--- src/rtl/hit_edge_pkg.sv ---
`default_nettype none
// ============================================================================
// Module : hit_edge_pkg
// Brief  : Edge-code constants, FSM state and edge-mask types for hit_edge_collector.
// Rev    : 1.0
// ============================================================================
package hit_edge_pkg;

   localparam int EDGE_W = 5;

   localparam logic [3:0] CENTER = 4'd0;
   localparam logic [3:0] LEFT   = 4'd1;
   localparam logic [3:0] RIGHT  = 4'd2;
   localparam logic [3:0] TOP    = 4'd3;
   localparam logic [3:0] BOTTOM = 4'd4;

   typedef enum logic [1:0] {
      ST_IDLE    = 2'd0,
      ST_COLLECT = 2'd1,
      ST_REPORT  = 2'd2
   } state_t;

   typedef logic [EDGE_W-1:0] edge_mask_t;

endpackage
`default_nettype wire

--- src/rtl/edge_code_decoder.sv ---
`default_nettype none
// ============================================================================
// Module : edge_code_decoder
// Brief  : 4-bit hit-edge code to 5-bit one-hot; invalid codes give zero.
// Rev    : 1.0
// ============================================================================
module edge_code_decoder
   import hit_edge_pkg::*;
(
   input  logic [3:0] code,
   output edge_mask_t onehot
);

   always_comb begin
      onehot = '0;
      case (code)
         CENTER:  onehot[0] = 1'b1;
         LEFT:    onehot[1] = 1'b1;
         RIGHT:   onehot[2] = 1'b1;
         TOP:     onehot[3] = 1'b1;
         BOTTOM:  onehot[4] = 1'b1;
         default: onehot = '0;
      endcase
   end

endmodule
`default_nettype wire

--- src/rtl/hit_edge_collector.sv ---
`default_nettype none
// ============================================================================
// Module : hit_edge_collector
// Brief  : Per-frame wall/bomb overlap counter with registered collision report.
//          Define HIT_PIXEL_COUNT_EN to expose the reported wall pixel count.
// Rev    : 1.0
// ============================================================================
module hit_edge_collector
   import hit_edge_pkg::*;
#(
   parameter int MIN_HIT_PIXELS = 4,
   parameter int CNT_W          = 8
) (
   input  logic             clk,
   input  logic             resetN,
   input  logic             startOfFrame,
   input  logic             playerDR,
   input  logic [3:0]       playerHitEdgeCode,
   input  logic             wallDR,
   input  logic             bombDR,
   output logic             collisionPulse,
   output logic             bombHitPulse,
   output edge_mask_t       edgeMask
`ifdef HIT_PIXEL_COUNT_EN
   ,
   output logic [CNT_W-1:0] hitPixelCount
`endif
);

   generate
      if ((longint'(MIN_HIT_PIXELS) > ((longint'(1) << CNT_W) - 1)) || (MIN_HIT_PIXELS < 0)) begin : g_min_hit_check
         $error("hit_edge_collector: MIN_HIT_PIXELS does not fit in CNT_W bits");
      end
   endgenerate

   localparam logic [CNT_W-1:0] c_cnt_max = '1;
   localparam logic [CNT_W-1:0] c_min_hit = CNT_W'(MIN_HIT_PIXELS);

   state_t           r_state;
   state_t           w_state_nxt;
   logic             w_count_en;
   logic             w_report_load;
   logic             w_restart;

   logic [CNT_W-1:0] r_wall_cnt;
   logic [CNT_W-1:0] r_bomb_cnt;
   edge_mask_t       r_acc_mask;

   logic             w_wall_hit;
   logic             w_bomb_hit;
   edge_mask_t       w_code_onehot;
   logic [CNT_W-1:0] w_wall_base;
   logic [CNT_W-1:0] w_bomb_base;
   edge_mask_t       w_mask_base;
   logic [CNT_W-1:0] w_wall_nxt;
   logic [CNT_W-1:0] w_bomb_nxt;
   edge_mask_t       w_mask_nxt;
   logic             w_wall_report;
   logic             w_bomb_report;

   edge_code_decoder u_decoder (
      .code   (playerHitEdgeCode),
      .onehot (w_code_onehot)
   );

   always_ff @(posedge clk or negedge resetN) begin
      if (!resetN) r_state <= ST_IDLE;
      else         r_state <= w_state_nxt;
   end

   always_comb begin
      w_state_nxt = r_state;
      case (r_state)
         ST_IDLE:    if (startOfFrame) w_state_nxt = ST_COLLECT;
         ST_COLLECT: if (startOfFrame) w_state_nxt = ST_REPORT;
         ST_REPORT:  w_state_nxt = ST_COLLECT;
         default:    w_state_nxt = ST_IDLE;
      endcase
   end

   always_comb begin
      w_count_en    = 1'b0;
      w_report_load = 1'b0;
      w_restart     = 1'b0;
      case (r_state)
         ST_COLLECT: begin
            w_count_en    = 1'b1;
            w_report_load = startOfFrame;
         end
         ST_REPORT: begin
            w_count_en = 1'b1;
            w_restart  = 1'b1;
         end
         default: ;
      endcase
   end

   // The REPORT cycle's pixel opens the next frame, so accumulation restarts from zero there.
   assign w_wall_hit  = playerDR & wallDR;
   assign w_bomb_hit  = playerDR & bombDR;
   assign w_wall_base = w_restart ? '0 : r_wall_cnt;
   assign w_bomb_base = w_restart ? '0 : r_bomb_cnt;
   assign w_mask_base = w_restart ? '0 : r_acc_mask;

   assign w_wall_nxt  = (w_wall_hit && (w_wall_base != c_cnt_max)) ? w_wall_base + 1'b1 : w_wall_base;
   assign w_bomb_nxt  = (w_bomb_hit && (w_bomb_base != c_cnt_max)) ? w_bomb_base + 1'b1 : w_bomb_base;
   assign w_mask_nxt  = w_mask_base | (w_wall_hit ? w_code_onehot : '0);

   assign w_wall_report = (w_wall_nxt >= c_min_hit);
   assign w_bomb_report = (w_bomb_nxt >= c_min_hit);

   always_ff @(posedge clk or negedge resetN) begin
      if (!resetN) begin
         r_wall_cnt <= '0;
         r_bomb_cnt <= '0;
         r_acc_mask <= '0;
      end else if (w_count_en) begin
         r_wall_cnt <= w_wall_nxt;
         r_bomb_cnt <= w_bomb_nxt;
         r_acc_mask <= w_mask_nxt;
      end
   end

   // Evaluate the closing frame including its last pixel so the report is visible in REPORT.
   always_ff @(posedge clk or negedge resetN) begin
      if (!resetN) begin
         collisionPulse <= 1'b0;
         bombHitPulse   <= 1'b0;
         edgeMask       <= '0;
      end else begin
         collisionPulse <= w_report_load & w_wall_report;
         bombHitPulse   <= w_report_load & w_bomb_report;
         if (w_report_load) edgeMask <= w_wall_report ? w_mask_nxt : '0;
      end
   end

`ifdef HIT_PIXEL_COUNT_EN
   always_ff @(posedge clk or negedge resetN) begin
      if (!resetN)            hitPixelCount <= '0;
      else if (w_report_load) hitPixelCount <= w_wall_nxt;
   end
`endif

endmodule
`default_nettype wire

--- config.mk ---
export PLATFORM = sky130hd
export DESIGN_NAME = hit_edge_collector
export DESIGN_NICKNAME = d
export VERILOG_FILES = /design/src/rtl/hit_edge_pkg.sv /design/src/rtl/edge_code_decoder.sv /design/src/rtl/hit_edge_collector.sv
export SDC_FILE = /design/constraint.sdc
export NUM_CORES = 1
export LEC_CHECK = 0
export ABC_CLOCK_PERIOD_IN_PS = 4100
export CAP_MARGIN = 10
export CORE_UTILIZATION = 45
export DETAILED_ROUTE_END_ITERATION = 6
export GPL_ROUTABILITY_DRIVEN = 0
export GPL_TIMING_DRIVEN = 0
export HOLD_SLACK_MARGIN = 0.1
export PLACE_DENSITY_LB_ADDON = 0.2
export RECOVER_POWER = 100
export REMOVE_ABC_BUFFERS = 1
export SYNTH_ARGS = -nofsm -noshare
export SYNTH_HDL_FRONTEND = slang
export SYNTH_HIERARCHICAL = 1
export SYNTH_SLANG_ARGS = --single-unit
--- constraint.sdc ---
create_clock -name clk -period 4.1 [get_ports clk]
set_input_delay 1.025 -clock clk [delete_from_list [all_inputs] [get_ports clk]]
set_output_delay 1.025 -clock clk [all_outputs]
set_load 0.01 [all_outputs]
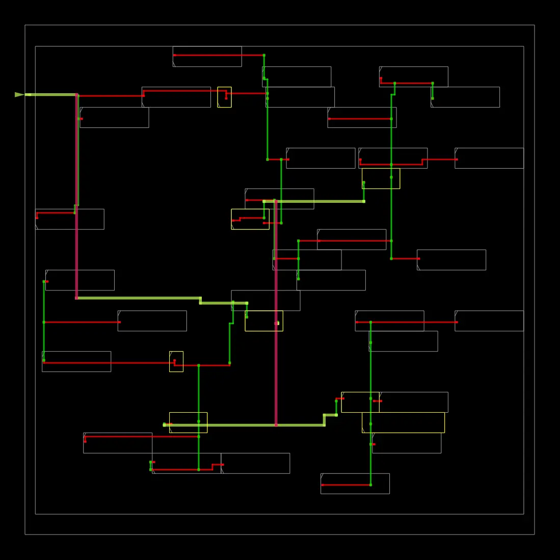
(run_1/clock_nets.png)
flip-flops: 30
clock skew: 0.0120 ns
clock buffer count: 5
Clock group: 0.298 mW
clock sink total: 30

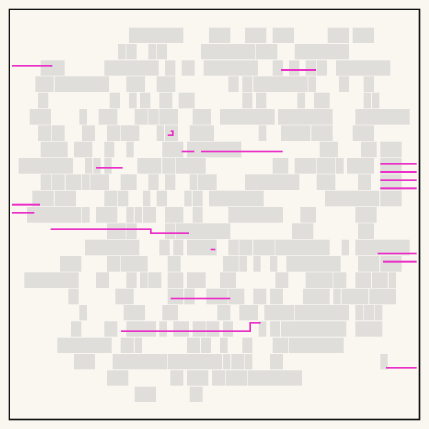
(run_1/m3.png)
Scale: 6 px per um.
main direction: horizontal
longest straight run: 21.4 um
nets with wire on the layer: 16
share of all routed wire: 3.3%
wire length on this layer: 138 um
final WL: 4.18 mm
GR Layer Usage met3: 5.17%
vias post-DR: 1,667

==> Slide: Implementation Results, run 1 <==
Implementation Results

STA
  • Max-slew violations: 31
  • Worst slew pin tran: 1.64 ns
  • Final setup margin: 1.03 ns

Min path
  • Worst Hold Path EP: r_acc_mask[0]$_DFFE_PN0P_
  • Hold crit path type: reg -> reg
  • Worst Min Path Start: r_acc_mask[0]$_DFFE_PN0P_

Power
  • Max IR drop VDD: 235 uV
  • Flip-flop and latch power: 0.512 mW
  • Comb pwr: 0.615 mW
  • Combinational Power Share: between 40 and 50%
  • Clock power frac: a little over a fifth

Global route
  • Grt ovf: 0

Final layout
  • Non-clk invs: 10
  • Buffers excl. clock: 16
  • Storage cell area: 751 sq um
  • Final Net Count: 241
  • Antenna cells: 0
  • Most common logic cell in the routed design: dfrtp_1
  • Largest cell class: multi-input combinational cells
  • Filler instances: between 400 and 500
  • Layout overhead on the synthesized area: 11.6%
  • Sequential share of cell area: between 30% and 40%
  • Buffer share of cell area: 7.00%
  • Share of cells above drive strength 1: 5.33%
  • Multi-input logic area: 0.00108 sq mm

Status
  • Status: finished, violations left
  • Failing checks: capacitance limit, slew limit

Clocking
  • Hold_buf cts: 0
  • Clock buffer depth: 2
  • CTS tree: built
  • H-tree levels: 2

Critical path
  • Worst r2r src: r_state[0]$_DFFE_PN0P_
  • Critical Path RT: 4.25 ns
  • Family with the most delay on the worst path: adder cells
  • Largest stage delay on the critical path: roughly 0.81 ns
  • Startpoint types: flop

Die
  • Site Rows: 23
  • Height of the die: 68.1 um
  • Chip area: 0.00464 sq mm

Synthesis
  • Top non-seq family: AND-OR/OR-AND gates
  • Register share after synthesis: 38.1%
  • Post-synth area from yosys stat: 0.00197 sq mm

Drt
  • Met3 Wirelength: 137 um
  • Vias per Instance: 6.06
  • First-pass iteration count of the detailed router: 4
  • Top Layer Used: met4

Job
  • Log Warnings: 29
  • Max_cap viols: 1
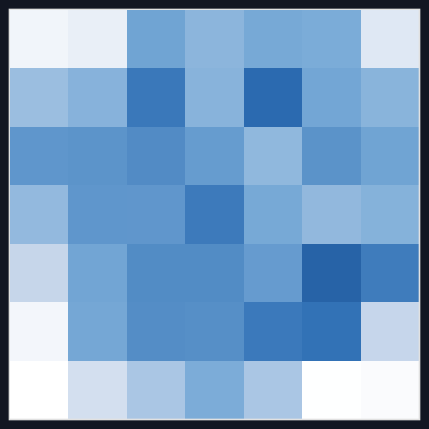
(run_1/util_map.png)
Scale: 6 px per um. The die is cut into 7 by 7 equal tiles; white is low, dark blue is high, 0 to 100% covered.
nearly empty tiles: 4.1%
mean over tiles: 46%
tiles over 75% full: 4.1%
fullest tile: 79%
emptiest ninth of the die: lower left
Pre-Place Util: 48.2%
final core utilization: 53.8%
Core Area: 0.00409 sq mm

==> run 1 -> run 2 <==
ABC_CLOCK_PERIOD_IN_PS = 3200   (was 4100)
clock period = 3.2 ns   (was 4.1 ns; I/O delays follow)
==> Slide: Implementation Results, run 2 <==
Implementation Results

Global route
  • Grt ovf: 0 (unchanged)
  • GR Layer Usage met3: 5.17% (unchanged)

Synthesis
  • Top non-seq family: AND-OR/OR-AND gates (unchanged)
  • Post-synth area from yosys stat: 0.00197 sq mm (unchanged)

Min path
  • Worst Min Path Start: r_acc_mask[0]$_DFFE_PN0P_ (unchanged)
  • Worst Hold Path EP: r_acc_mask[0]$_DFFE_PN0P_ (unchanged)

Status
  • Failing checks: capacitance limit, slew limit (unchanged)
  • Status: finished, violations left (unchanged)

Critical path
  • Worst r2r src: r_state[0]$_DFFE_PN0P_ (unchanged)
  • Critical Path RT: 3.40 ns (was 4.25 ns)
  • Family with the most delay on the worst path: AND-OR/OR-AND gates (was adder cells)
  • Startpoint types: flop (unchanged)

Final layout
  • Storage cell area: 751 sq um (unchanged)
  • Non-clk invs: 10 (unchanged)
  • Clock buffer count: 5 (unchanged)
  • Sequential share of cell area: 33.7% (was 34.2%)
  • Filler instances: 404 (was 406)
  • Buffer share of cell area: 6.92% (was 7.00%)
  • Buffers excl. clock: 16 (unchanged)

Die
  • Pre-Place Util: 48.2% (unchanged)
  • Chip area: 0.00464 sq mm (unchanged)
  • Core Area: 0.00409 sq mm (unchanged)

STA
  • Max-slew violations: 31 (unchanged)

Drt
  • Top Layer Used: met4 (unchanged)
  • First-pass iteration count of the detailed router: 4 (unchanged)
  • Vias per Instance: 5.96 (was 6.06)

Power
  • Max IR drop VDD: 301 uV (was 235 uV)
  • Comb pwr: 0.808 mW (was 0.615 mW)

Clocking
  • CTS tree: built (unchanged)

Job
  • Max_cap viols: 1 (unchanged)
  • Log Warnings: 29 (unchanged)
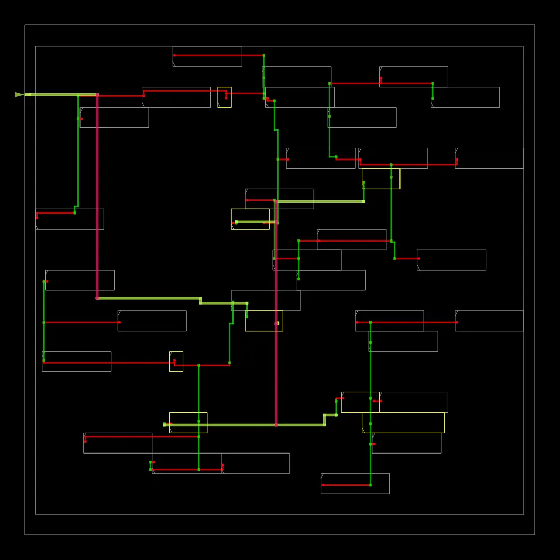
(run_2/clock_nets.png)
Clock group: 0.382 mW
clock skew: 0.0121 ns
Num CTS Buffers: 5

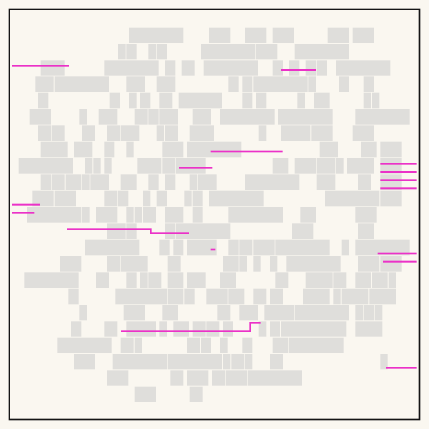
(run_2/m3.png)
Scale: 6 px per um.
wire length on this layer: 124 um
longest straight run: 21.4 um
vias post-DR: 1,638
final WL: 4.18 mm

Power is estimated from default activity; no workload was simulated.
